run_1/clock_wires.png
Bar = 20 um.
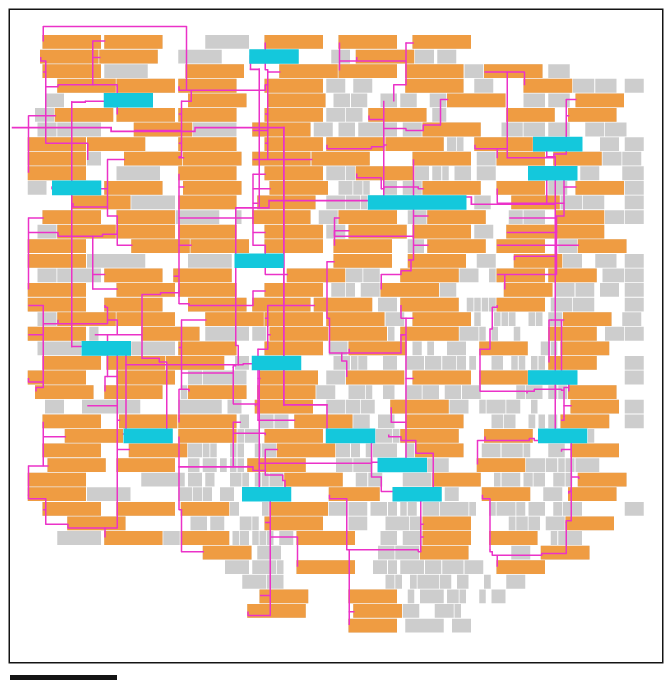
run_1/class_map.png
Fill, decap, tap and diode cells in gray.
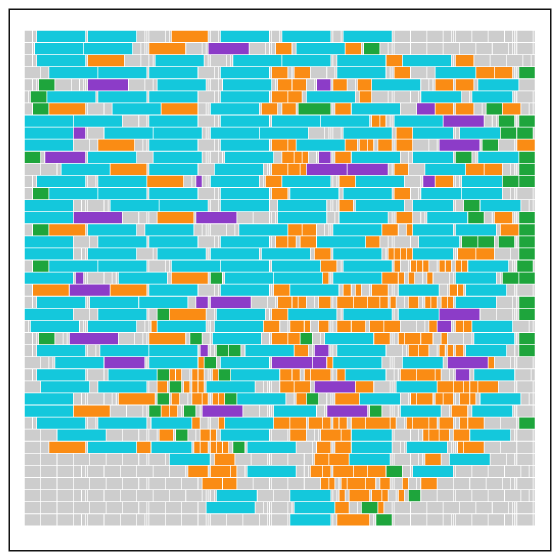
run_1/placed.png
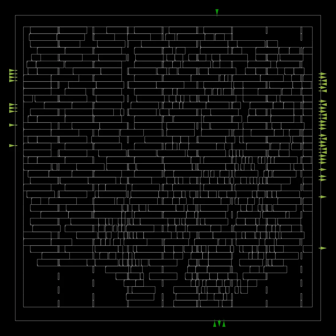
--- src/rtl/hes_pkg.sv ---
// Shared types and default sizing for the HES cipher feeder.
package hes_pkg;

   localparam int unsigned HES_DEPTH   = 16;
   localparam int unsigned HES_MAX_LEN = 255;

   typedef logic [7:0] byte_t;

   typedef enum logic [1:0] {
      IDLE,
      START,
      STREAM
   } framer_state_e;

   typedef struct packed {
      logic  last;
      byte_t data;
   } fifo_entry_t;

endpackage

--- src/rtl/hes_byte_fifo.sv ---
// Synchronous first-word-fall-through FIFO with full/empty flags and occupancy count.
module hes_byte_fifo
   import hes_pkg::*;
#(
   parameter int unsigned DEPTH = HES_DEPTH,
   parameter type entry_t = fifo_entry_t
) (
   input  logic                     clk,
   input  logic                     reset_n,
   input  logic                     push_i,
   input  entry_t                   wdata_i,
   input  logic                     pop_i,
   output entry_t                   rdata_o,
   output logic                     full_o,
   output logic                     empty_o,
   output logic [$clog2(DEPTH):0]   count_o
);

   localparam int unsigned AW = $clog2(DEPTH);
   localparam int unsigned CW = AW + 1;

   entry_t         mem_q [DEPTH];
   logic [AW-1:0]  wr_ptr_q, rd_ptr_q;
   logic [CW-1:0]  count_q, count_d;
   logic           push_ok, pop_ok;

   assign full_o  = (count_q == CW'(DEPTH));
   assign empty_o = (count_q == '0);
   assign count_o = count_q;
   assign rdata_o = mem_q[rd_ptr_q];

   assign push_ok = push_i && !full_o;
   assign pop_ok  = pop_i && !empty_o;

   always_comb begin
      count_d = count_q;
      case ({push_ok, pop_ok})
         2'b10:   count_d = count_q + CW'(1);
         2'b01:   count_d = count_q - CW'(1);
         default: count_d = count_q;
      endcase
   end

   always_ff @(posedge clk or posedge reset_n) begin
      if (reset_n) begin
         wr_ptr_q <= '0;
         rd_ptr_q <= '0;
         count_q  <= '0;
      end else begin
         if (push_ok) wr_ptr_q <= wr_ptr_q + AW'(1);
         if (pop_ok)  rd_ptr_q <= rd_ptr_q + AW'(1);
         count_q <= count_d;
      end
   end

   // Storage needs no reset: entries are only read once count says they are valid.
   always_ff @(posedge clk) begin
      if (push_ok) mem_q[wr_ptr_q] <= wdata_i;
   end

endmodule

--- src/rtl/hes_msg_framer.sv ---
// Frames buffered host bytes into messages for the HES cipher core.
// Optional HES_FRAMER_STATS_EN adds a 16-bit completed-message counter output.
//
// state  | meaning
// IDLE   | waiting for a buffered byte; latches message key on exit
// START  | one cycle, no pop; new_message registers on the way out
// STREAM | pops one byte per non-empty cycle until last or MAX_LEN
module hes_msg_framer
   import hes_pkg::*;
#(
   parameter int unsigned DEPTH   = HES_DEPTH,
   parameter int unsigned MAX_LEN = HES_MAX_LEN
) (
   input  logic   clk,
   input  logic   reset_n,
   input  logic   s_valid,
   output logic   s_ready,
   input  byte_t  s_data,
   input  logic   s_last,
   input  byte_t  key_in,
   input  logic   key_load,
   output logic   new_message,
   output logic   valid_out,
   output byte_t  data_out,
   output byte_t  key_out,
   output logic   busy,
   output logic   len_err
`ifdef HES_FRAMER_STATS_EN
   ,
   output logic [15:0] msg_count
`endif
);

   localparam int unsigned CNTW = $clog2(MAX_LEN + 1);

   framer_state_e            state_q, state_d;
   logic [CNTW-1:0]          cnt_q, cnt_d;
   byte_t                    shadow_q, shadow_d;
   byte_t                    key_out_q, key_out_d;
   byte_t                    data_out_q, data_out_d;
   logic                     new_message_q, new_message_d;
   logic                     valid_out_q, valid_out_d;
   logic                     busy_q, busy_d;
   logic                     len_err_q, len_err_d;
   logic                     pop, final_pop;

   fifo_entry_t              push_entry, rdata;
   logic                     fifo_full, fifo_empty;
   logic [$clog2(DEPTH):0]   fifo_count_unused;

   assign s_ready    = !fifo_full && !reset_n;
   assign push_entry = '{last: s_last, data: s_data};

   hes_byte_fifo #(
      .DEPTH   (DEPTH),
      .entry_t (fifo_entry_t)
   ) u_fifo (
      .clk     (clk),
      .reset_n (reset_n),
      .push_i  (s_valid && s_ready),
      .wdata_i (push_entry),
      .pop_i   (pop),
      .rdata_o (rdata),
      .full_o  (fifo_full),
      .empty_o (fifo_empty),
      .count_o (fifo_count_unused)
   );

   always_comb begin
      state_d       = state_q;
      cnt_d         = cnt_q;
      shadow_d      = key_load ? key_in : shadow_q;
      key_out_d     = key_out_q;
      data_out_d    = data_out_q;
      new_message_d = 1'b0;
      valid_out_d   = 1'b0;
      len_err_d     = 1'b0;
      pop           = 1'b0;
      final_pop     = 1'b0;
      case (state_q)
         IDLE: begin
            if (!fifo_empty) begin
               state_d   = START;
               key_out_d = shadow_d;   // shadow_d carries a coincident key_load through
            end
         end
         START: begin
            new_message_d = 1'b1;
            cnt_d         = '0;
            state_d       = STREAM;
         end
         STREAM: begin
            if (!fifo_empty) begin
               pop         = 1'b1;
               valid_out_d = 1'b1;
               data_out_d  = rdata.data;
               cnt_d       = cnt_q + CNTW'(1);
               if (rdata.last || (cnt_q == CNTW'(MAX_LEN - 1))) begin
                  final_pop = 1'b1;
                  len_err_d = !rdata.last;
                  state_d   = IDLE;
               end
            end
         end
         default: state_d = IDLE;
      endcase
      busy_d = (state_d != IDLE) || final_pop;
   end

   always_ff @(posedge clk or posedge reset_n) begin
      if (reset_n) begin
         state_q       <= IDLE;
         cnt_q         <= '0;
         shadow_q      <= '0;
         key_out_q     <= '0;
         data_out_q    <= '0;
         new_message_q <= 1'b0;
         valid_out_q   <= 1'b0;
         busy_q        <= 1'b0;
         len_err_q     <= 1'b0;
      end else begin
         state_q       <= state_d;
         cnt_q         <= cnt_d;
         shadow_q      <= shadow_d;
         key_out_q     <= key_out_d;
         data_out_q    <= data_out_d;
         new_message_q <= new_message_d;
         valid_out_q   <= valid_out_d;
         busy_q        <= busy_d;
         len_err_q     <= len_err_d;
      end
   end

   assign new_message = new_message_q;
   assign valid_out   = valid_out_q;
   assign data_out    = data_out_q;
   assign key_out     = key_out_q;
   assign busy        = busy_q;
   assign len_err     = len_err_q;

`ifdef HES_FRAMER_STATS_EN
   logic [15:0] msg_count_q;

   always_ff @(posedge clk or posedge reset_n) begin
      if (reset_n)        msg_count_q <= '0;
      else if (final_pop) msg_count_q <= msg_count_q + 16'd1;
   end

   assign msg_count = msg_count_q;
`endif

endmodule

--- config.mk ---
export PLATFORM = sky130hd
export DESIGN_NAME = hes_msg_framer
export DESIGN_NICKNAME = d
export VERILOG_FILES = /design/src/rtl/hes_pkg.sv /design/src/rtl/hes_byte_fifo.sv /design/src/rtl/hes_msg_framer.sv
export SDC_FILE = /design/constraint.sdc
export NUM_CORES = 1
export LEC_CHECK = 0
export ABC_CLOCK_PERIOD_IN_PS = 4100
export CAP_MARGIN = 20
export CORE_MARGIN = 3
export CORE_UTILIZATION = 59
export CTS_CLUSTER_SIZE = 40
export DETAILED_ROUTE_END_ITERATION = 16
export PLACE_DENSITY = 0.84
export SYNTH_ARGS = -nofsm -noshare
export SYNTH_HDL_FRONTEND = slang
export SYNTH_HIERARCHICAL = 1
export SYNTH_SLANG_ARGS = --single-unit
--- constraint.sdc ---
create_clock -name clk -period 4.1 [get_ports clk]
set_clock_uncertainty 0.1 [all_clocks]
set_input_delay 0.615 -clock clk [delete_from_list [all_inputs] [get_ports clk]]
set_output_delay 0.615 -clock clk [all_outputs]
set_load 0.02 [all_outputs]
==> results_dict.tcl, run 1 <==
# implementation run metrics
set metrics [dict create \
    path_class "flop to flop" \
    crit_fanout 17 \
    critPathLaunch "u_fifo/count_o[0]" \
    timing.setup.tns_ps 0 \
    place_area_mm2 0.00854 \
    grt_pass1_vias 4482 \
    met3_length_um 952 \
    status "complete, no violations" \
    max-clock-path-buffers 2 \
    lay_top_cells "edfxtp_1, nand2_1, dfrtp_1" \
    setup_viol 0 \
    area_growth_pct 15.9 \
    die-height_um 122 \
    worstHoldStart "cnt_q[5]" \
    routed.top_layer "met4" \
    top_area_share_pct 54.9 \
    core-area_mm2 0.0128 \
    yosysCellCount 474 \
    total_power_mw 6.27 \
    grt_overflow 0 \
    cts_root_buf "clkbuf_16" \
    cp.required_ps 4340 \
    instances_no_fill 718 \
    ff_type "edfxtp_1" \
    ys_warn_count 6 \
    ys_area_mm2 0.00788 \
    synthArstFlopShare_pct 26.2 \
    start_kind "flop" \
    hold_violations 0 \
    fp-row-count 41 \
    ys_types 43 \
    grt_first_pass_wirelength_mm 24.9 \
    ctsResizeCount 0 \
    end_kind "flop" \
    drcViolationCount 0 \
    route.met2.wl_mm 7.98 \
    drtIter0Drc 470 \
    edf_count 144 \
    dp.cells 686 \
    drive_gt1_share_pct 17.8 \
    drv_slew 0 \
    ys_seq_share_pct 71.1 \
    chip_area_mm2 0.0148 \
    power_density_mw_per_mm2 687 \
    cts_tree "done" \
    clk_pin_slew_ps 70 \
    vdd_drop_max_v 0.000402 \
    design_area_mm2 0.00913 \
    cts_max_level 4 \
    grt_use_total_pct 23.3 \
    clk_latency_ps 430 \
    slew_headroom_pct 38.8 \
    clock.fmax_ghz 0.269 \
    dpl.hpwl_mm 9.84 \
    synth.avg_cell_area_um2 16.6 \
    synth.net_count 507 \
    synth_area_mm2 0.00788 \
    cts_buffers 17 \
    fp.dieW_um 122 \
    cap_violations 0 \
    nNetsFinal 566 \
    wl_met1_mm 6.31 \
    topCellsByArea "edfxtp_1, dfrtp_1, mux2i_1" \
    antenna_found_initial 0 \
    via_count 4275 \
    leakage_nw 3.40 \
]
## Picture notes: clock_wires.png
[clock-net drivers] cyan | count: 17
[clock wires] magenta | length: 1900 um
[flip-flops] orange | count: 195
flops lie: spread over the die

## Picture notes: class_map.png
[remaining logic cells] orange | cells: 258
[registers] cyan | cells: 195
[clock drivers and dummy loads] purple | cells: 32
[remaining buffers and delay cells] green | cells: 61

## Picture notes: placed.png
Final Util: 71.2%
Flops: 195

-- run 1: sequential cells by signal, indices dropped and copies added, names as in the netlist, 2 cells and up --
name and cells:
cnt_q 8, data_out 8, key_out 8, shadow_q 8, state_q 2, u_fifo/count_o 5
u_fifo/mem_q 144, u_fifo/rd_ptr_q 4, u_fifo/wr_ptr_q 4
-- run 1: report_power, final --
group	leakage, nW	switching, mW	internal (mW)
logic	1.20	1.09	0.918
registers	1.92	0.253	2.39
clock network	0.275	0.710	0.906
total	3.40	2.06	4.21
-- run 1: worst max-delay path, cell delays in order, from the launching register on --
cell	delay, ps
dfrtp_1	450
or4_4	570
nor2_1	270
or3b_4	280
clkinv_2	240
o21a_4	220
ha_1	260
fa_1	440
a21o_1	210
a21oi_1	190
mux2i_1	250
xnor2_1	140
-- run 1: cell families after synthesis --
group                    Yosys count  share of synthesized area [%]
XOR/XNOR                          10                           1.11
flip-flops                       195                           71.1
AND-OR/OR-AND                     49                           4.61
adder cells (fa/ha/maj)           12                           2.00
buffers and inverters             30                           2.02
multiplexers                      79                           13.2
AND/OR/NAND/NOR                   99                           5.96
-- run 1: final cells by class --
type / instances / area (um^2)
fill: 796 / 3700
clock inverter: 14 / 155
multi-input combinational: 249 / 2120
inverter: 9 / 35.0
timing repair buffer: 61 / 573
tap: 172 / 215
clock buffer: 18 / 429
sequential: 195 / 5600
-- run 1: stage by stage --
stage | hold WS (ps) | setup slack (ps)
final | 384 | 384
after global routing | 411 | 185
after CTS | 382 | 398
after detailed placement | 373 | 437
after global placement | 360 | 579
after floorplan | 338 | 865
-- run 1: layer usage --
| metal | up-vias | GRT usage [%] |
|---|---|---|
| met1 | 2150 | 30.1 |
| li1 | 1929 | - |
| met5 | - | 0 |
| met3 | 33 | 4.74 |
| met4 | 0 | 10.6 |
| met2 | 163 | 38.4 |
-- run 1: cell usage after synthesis (2+ instances only) --
| library cell | n |
|---|---|
| edfxtp_1 | 144 |
| dfrtp_1 | 51 |
| nand2_1 | 50 |
| mux2i_1 | 43 |
| a221oi_1 | 18 |
| mux4_2 | 18 |
| mux2_2 | 17 |
| nor2_1 | 15 |
| o21ai_0 | 14 |
| ha_1 | 11 |
| a22oi_1 | 9 |
| xnor2_1 | 8 |
| inv_1 | 7 |
| buf_2 | 6 |
| clkbuf_1 | 6 |
| nand3_1 | 6 |
| and2_1 | 4 |
| buf_6 | 4 |
| nand4_1 | 4 |
| nor2b_1 | 4 |
| nor3_1 | 4 |
| a21oi_1 | 3 |
| buf_1 | 3 |
| nand2b_1 | 3 |
| buf_4 | 2 |
| nor3_2 | 2 |
| xor2_1 | 2 |
-- run 1: path summary, 6_finish.rpt --
check                      slack [ps]                 end  cells after the start
max in group asynchronous        3030  u_fifo/rd_ptr_q[0]                      2
hold reg to reg                   380            cnt_q[5]                      1
setup / recovery                  380   u_fifo/count_o[4]                     11
setup reg to reg                  380   u_fifo/count_o[4]                     11
hold / removal                    380            cnt_q[5]                      1
min in group asynchronous         490  u_fifo/wr_ptr_q[1]                      2
## Run 2: what changed since run 1
--- a/config.mk
+++ b/config.mk
@@ -7,7 +7,7 @@
 export LEC_CHECK = 0
 export ABC_CLOCK_PERIOD_IN_PS = 4100
 export CAP_MARGIN = 20
-export CORE_MARGIN = 3
+export CORE_MARGIN = 2
 export CORE_UTILIZATION = 59
 export CTS_CLUSTER_SIZE = 40
 export DETAILED_ROUTE_END_ITERATION = 16
run_2/pinout.png
Pins as bars across the die edge, other pins in gray.
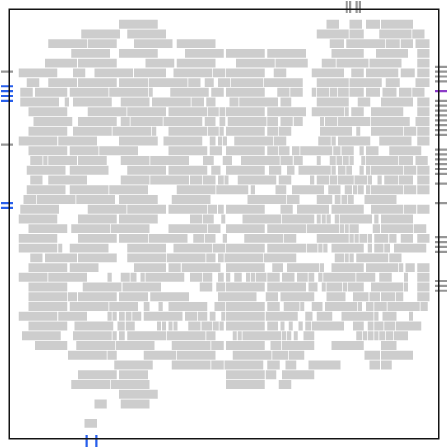
[key_load] purple | pins: 1 | direction: input | edge: right
[s_data] blue | pins: 8 | direction: input | edge: 6 left, 2 bottom
all pins by edge: 28 right, 8 left, 4 top, 2 bottom

==> run 2 against run 1 <==
  * First-iteration DRC count shrank 34%
  * Wire length down 9.5%
  * Total power up 0.45%
  * Final area fell by 0.56%
  * Utilization down 2.1 points
  * Critical endpoint unchanged
  * Global-route usage is 2.2 points lower
==> results_dict.tcl, run 2 <==
# implementation run metrics
set metrics [dict create \
    clock.fmax_ghz 0.276 \
    ff_type "edfxtp_1" \
    drtIter0Drc 309 \
    yosysCellCount 474 \
    power.net_switching_mw 1.98 \
    ys_warn_count 6 \
    cts_buffers 17 \
    via_count 4236 \
    clk_latency_ps 430 \
    hold_violations 0 \
    ys_types 43 \
    drv_slew 0 \
    cp_slowest_cell "or4_4" \
    path_class "flop to flop" \
    fp-row-count 42 \
    topCellsByArea "edfxtp_1, dfrtp_1, mux2i_1" \
    worstPathCellList "or4_4, nor2_1, or3b_4, clkinv_2, o21a_4, ha_1, fa_1, a21o_1, a21oi_1, mux2i_1, xnor2_1" \
    synth.avg_cell_area_um2 16.6 \
    antenna_found_initial 0 \
    area_growth_pct 15.2 \
    pwr-share-seq_pct 42.5 \
    cts_tree "done" \
    grt_first_pass_wirelength_mm 22.1 \
    r2r_setup_slack_ps 480 \
    synth.most_common_cell "edfxtp_1" \
    status "complete, no violations" \
    reg2reg_depth 11 \
    grt_overflow 0 \
    top_area_share_pct 54.9 \
    comb_power_share_pct 31.1 \
    edf_count 144 \
    critPathLaunch "u_fifo/count_o[0]" \
    largest_register_ffs 144 \
    power_density_mw_per_mm2 694 \
    instances_no_fill 714 \
    start_kind "flop" \
    core-area_mm2 0.0131 \
    leakage_nw 3.35 \
    synthArstFlopShare_pct 26.2 \
    internal-power_mw 4.31 \
    slew_headroom_pct 39.4 \
    postLayoutCoreUtil_pct 69.1 \
    nNetsFinal 558 \
    cts_root_buf "clkbuf_16" \
    fp.dieW_um 120 \
    endpoint "u_fifo/count_o[4]" \
    max-clock-path-buffers 2 \
    lay_top_cells "edfxtp_1, nand2_1, dfrtp_1" \
    top_cells_by_count "edfxtp_1, dfrtp_1, nand2_1, mux2i_1" \
    end_kind "flop" \
    largest_register "u_fifo/mem_q" \
    chip_area_mm2 0.0143 \
]
run 2: final cells by class:
class                   count  area, um^2
clock inverters            11         160
repair buffers             53         500
flip-flops and latches    195        5600
inverters                   9        35.0
multi-input cells         249        2120
clock buffers              21         440
fillers                   812        4060
well taps                 176         220
run 2: stage by stage:
stage / worst slack [ps] / hold WS, ps / cell area, um^2
final: 481 / 371 / 9080
after global routing: 287 / 385 / 9080
after CTS: 470 / 370 / 9080
after detailed placement: 487 / 362 / 8480
after global placement: 618 / 371 / 8480
after floorplan: 865 / 338 / 7880
run 2: logic make-up after synthesis:
family          after synthesis  share of synthesized area (%)
simple gates                 99                           5.96
buf+inv                      30                           2.02
xor+xnor                     10                           1.11
mux                          79                           13.2
compound gates               49                           4.61
flops                       195                           71.1
fa+ha+maj                    12                           2.00
run 2: how the worst min path moves through the flow:
stage          startpoint        to  cells past startpoint
6_report         cnt_q[5]  cnt_q[5]                      1
5_1_grt          cnt_q[5]  cnt_q[5]                      1
4_1_cts          cnt_q[5]  cnt_q[5]                      1
3_5_place_dp     cnt_q[5]  cnt_q[5]                      1
3_3_place_gp     cnt_q[5]  cnt_q[5]                      1
2_1_floorplan    cnt_q[5]  cnt_q[5]                      1
run 2: power by group through the flow:
stage / registers (mW) / clock network [mW] / logic (mW)
final: 2.67 / 1.67 / 1.96
after global routing: 2.71 / 1.77 / 2.10
after CTS: 2.67 / 1.69 / 1.96
after detailed placement: 2.70 / 0 / 1.93
after global placement: 2.68 / 0 / 1.86
after floorplan: 2.66 / 0 / 1.37
run 2: worst max-delay path: cells and delay by family, from the launching register on:
| kind | cells | cell delay (ps) |
|---|---|---|
| fa+ha+maj | 2 | 710 |
| simple gates | 3 | 1090 |
| buf+inv | 1 | 230 |
| mux | 1 | 240 |
| xor+xnor | 1 | 130 |
| flops | 1 | 450 |
| compound gates | 3 | 590 |
run 2: metal layers:
layer,wire [um],vias up
met4,186,0
met1,5650,2116
met3,1080,20
met2,7240,183
li1,-,1917
met5,0,-
Power figures rest on the tool's default switching activity, not on a simulated workload.
